Cells by drive strength:
Bar = 20 um.
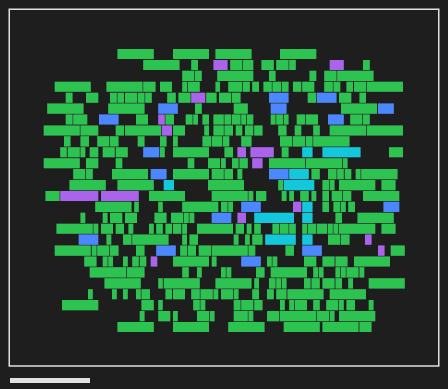
Wiring heat map:
The die is cut into 21 by 18 equal tiles; dark blue is low, red is high, scaled to the fullest tile. Values are wire area over tile area, all layers added.
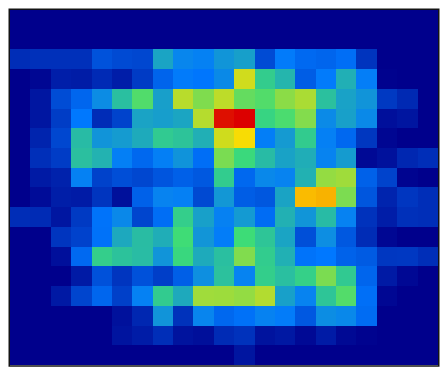
Sequential cells grouped by signal name:
Bar = 20 um. Other sequential cells in the stronger gray, the rest of the logic in the fainter gray.
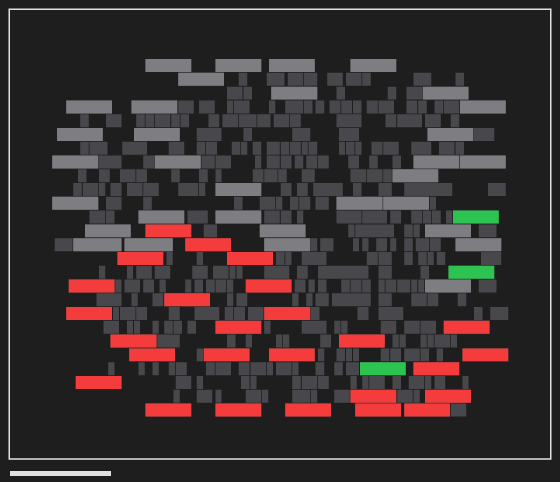
==> config.mk <==
export PLATFORM = sky130hd
export DESIGN_NAME = key_event_decoder
export DESIGN_NICKNAME = d
export VERILOG_FILES = /design/src/rtl/key_event_pkg.sv /design/src/rtl/key_level_deb.sv /design/src/rtl/key_event_decoder.sv
export SDC_FILE = /design/constraint.sdc
export NUM_CORES = 1
export LEC_CHECK = 0
export ABC_CLOCK_PERIOD_IN_PS = 3070
export CAP_MARGIN = 10
export CORE_ASPECT_RATIO = 0.8
export CORE_MARGIN = 8
export CORE_UTILIZATION = 50
export CTS_CLUSTER_DIAMETER = 30
export DETAILED_ROUTE_END_ITERATION = 16
export GPL_TIMING_DRIVEN = 0
export PLACE_DENSITY_LB_ADDON = 0.12
export RECOVER_POWER = 100
export SLEW_MARGIN = 25
export SYNTH_ARGS = -nofsm -noshare
export SYNTH_HDL_FRONTEND = slang
export SYNTH_SLANG_ARGS = --single-unit
==> constraint.sdc <==
create_clock -name sys_clk -period 3.07 [get_ports sys_clk]
set_input_delay 0.614 -clock sys_clk [delete_from_list [all_inputs] [get_ports sys_clk]]
set_output_delay 0.614 -clock sys_clk [all_outputs]
set_load 0.01 [all_outputs]
==> results_slide.txt <==
Key Metrics from the Run

Run status
  – Status: completed

STA
  – # setup viols final: 0
  – Relative slew slack: between 10% and 20%
  – Worst Tran Pin Value: between 1 and 1.5 ns
  – Hold Vio Cnt, Final: 0
  – Crit path time final: 2.96 ns
  – Fmax: 338 MHz

Clock network
  – Hold Buf Count CTS: 0
  – Worst-path clk slew: ~0.07 ns
  – H-tree depth: 3
  – Clock sinks: a little over 60
  – Insertion delay at the late pin of the worst-skew pair: 0.34 ns
  – Clock root buffer: clkbuf_8
  – Total CTS buffers: 9
  – CTS tree: yes

Critical path
  – Crit path cell chain: or4_1 -> or3_1 -> or4_1 -> nor2b_4 -> o31ai_4 -> buf_4 -> buf_6 -> nor3_1
  – Crit path kind: reg -> reg
  – Crit end category: register
  – CP top delay family: simple AND/OR/NAND/NOR gates
  – Critical-path maximum fanout: 10
  – Arr. time, crit path: between 3 and 4 ns
  – Worst EP required: approximately 3.3 ns
  – Worst reg-to-reg setup slack: 0.11 ns

Floorplanning
  – FP Rows: 26
  – Chip Area: approximately 9400 sq um
  – I/O pin count: 7
  – Die height: 88.5 um

Synthesis
  – Post-Synthesis Net Count: 345
  – Synthesized area per cell: around 9.7 sq um
  – Area leader, netlist: dfrtp_1
  – Top area cell types: dfrtp_1 45%, xor2_1 7.7%, nor3_1 4.9%, nor2_1 4.6%, xnor2_1 4.0%
  – Dominant cell area share: roughly 45%
  – Post-synth EDFFs: 0
  – Yosys warning count: 0
  – Post-Syn Area: about 3300 sq um
  – Ys cells: 340
  – Ys flop type: dfrtp_1

Detailed routing
  – Remaining DRCs: 0
  – DRT antenna net count: 0
  – DRT iter0 DRCs: 152
  – Met2 Routed Length: ~2800 um
  – Max layer used: met4

Place
  – IO buf count: 6

Final layout
  – Most numerous logic cell after layout: dfrtp_1
  – Proportion of layout cells with a drive suffix above 1: 11.5%

Power and ir drop
  – Leakage: about 1.6 nW

GRT
  – Vias in the first global route: 2,387
  – Largest net degree at the start of global routing: 51
  – First-pass GRT wire length: 11,900 um

Run
  – Max Cap Violations: 0
## Picture notes: 'cells by drive strength'
- drive 1 or less: green (cells 324)
- drive 6 and up: blue (cells 17)
- drive 2: purple (cells 15)
- drive 3 to 4: cyan (cells 10)
Final Worst Setup Slack: 0.110 ns
Non-Filler Cell Area, Final: 3680 sq um
Non-Clock Buffer Count: 25
area delta synth->final: 12.0%

## Picture notes: 'wiring heat map'
- densest ninth of the die: middle
- nearly empty tiles: 32%
- tiles over half the peak: 8.2%
- mean over tiles: 0.12
- fullest tile: 0.61
- emptiest ninth of the die: bottom left
DR vias: 2,585
total track usage: 15.9%
Routed WL: 6930 um

## Picture notes: 'sequential cells grouped by signal name'
- `state`: green (flops 3)
- `u_deb.cnt`: red (flops 26)
- not colored: 32
Flop area: 1530 sq um
Final Core Density: 57.7%
Seq. pwr: 0.000814 W
Seq area share: 41.6%

-- metal layers --
metal,up-vias,global-route usage (%)
li1,1268,-
met1,1244,23.3
met2,65,21.4
met3,8,5.31
met4,0,4.59
met5,-,0
-- repair_timing --
action	in CTS	in global routing
buffers inserted	0	5
setup endpoints to repair	26	46
resized	1	2
pin swaps	0	2
-- Yosys cell counts, types with 3 or more instances --
| library cell | n |
|---|---|
| a21oi_1 | 9 |
| and3_1 | 6 |
| and4_1 | 5 |
| buf_6 | 6 |
| clkbuf_1 | 6 |
| dfrtp_1 | 59 |
| inv_1 | 6 |
| nand2_1 | 25 |
| nand3_1 | 22 |
| nand4_1 | 17 |
| nor2_1 | 40 |
| nor3_1 | 32 |
| nor4_1 | 6 |
| o21ai_0 | 4 |
| o31ai_1 | 3 |
| or2_2 | 3 |
| or3_1 | 8 |
| or4_1 | 4 |
| xnor2_1 | 15 |
| xor2_1 | 29 |
-- metrics by stage --
stage,power [W],TNS [ns],utilization [%],std cells,worst slack (ns)
2_1_floorplan,0.000852,0,-,340,0.399
3_3_place_gp,0.000864,-12.32,54.1,430,-0.167
3_5_place_dp,0.000870,-3.73,54.6,431,-0.192
4_1_cts,0.00151,0,57.3,445,0.0370
5_1_grt,0.00154,0,57.7,450,0.0173
6_report,0.00147,0,57.7,450,0.110
-- cells by family after synthesis --
kind of cell | synth area share, %
simple gates | 30.0
flops | 46.6
xor+xnor | 11.7
compound gates | 6.93
buf+inv | 3.70
fa+ha+maj | 0.762
mux | 0.305
-- power by group --
group	total [W]	internal, W	leakage, nW	switching, W
Clock	0.000625	0.000326	0.0881	0.000300
Sequential	0.000814	0.000810	0.829	0.00000424
Combinational	0.0000343	0.00000746	0.635	0.0000268
Total	0.00147	0.00114	1.55	0.000331
-- worst reg2reg max path, cell delays in order, from the launching register on --
cell	delay [ns]
dfrtp_1	0.43
or4_1	0.53
or3_1	0.36
or4_1	0.67
nor2b_4	0.20
o31ai_4	0.27
buf_4	0.18
buf_6	0.15
nor3_1	0.07
-- final cells by class --
class,count,area (sq um),area share [%]
multi-input combinational,260,1660,45.0
clock buffer,12,155,4.22
clock inverter,2,10.0,0.272
inverter,6,23.8,0.646
sequential,61,1530,41.6
tap,84,105,2.86
timing repair buffer,12,103,2.79
buffer,13,98.8,2.69
Power figures rest on the tool's default switching activity, not on a simulated workload.
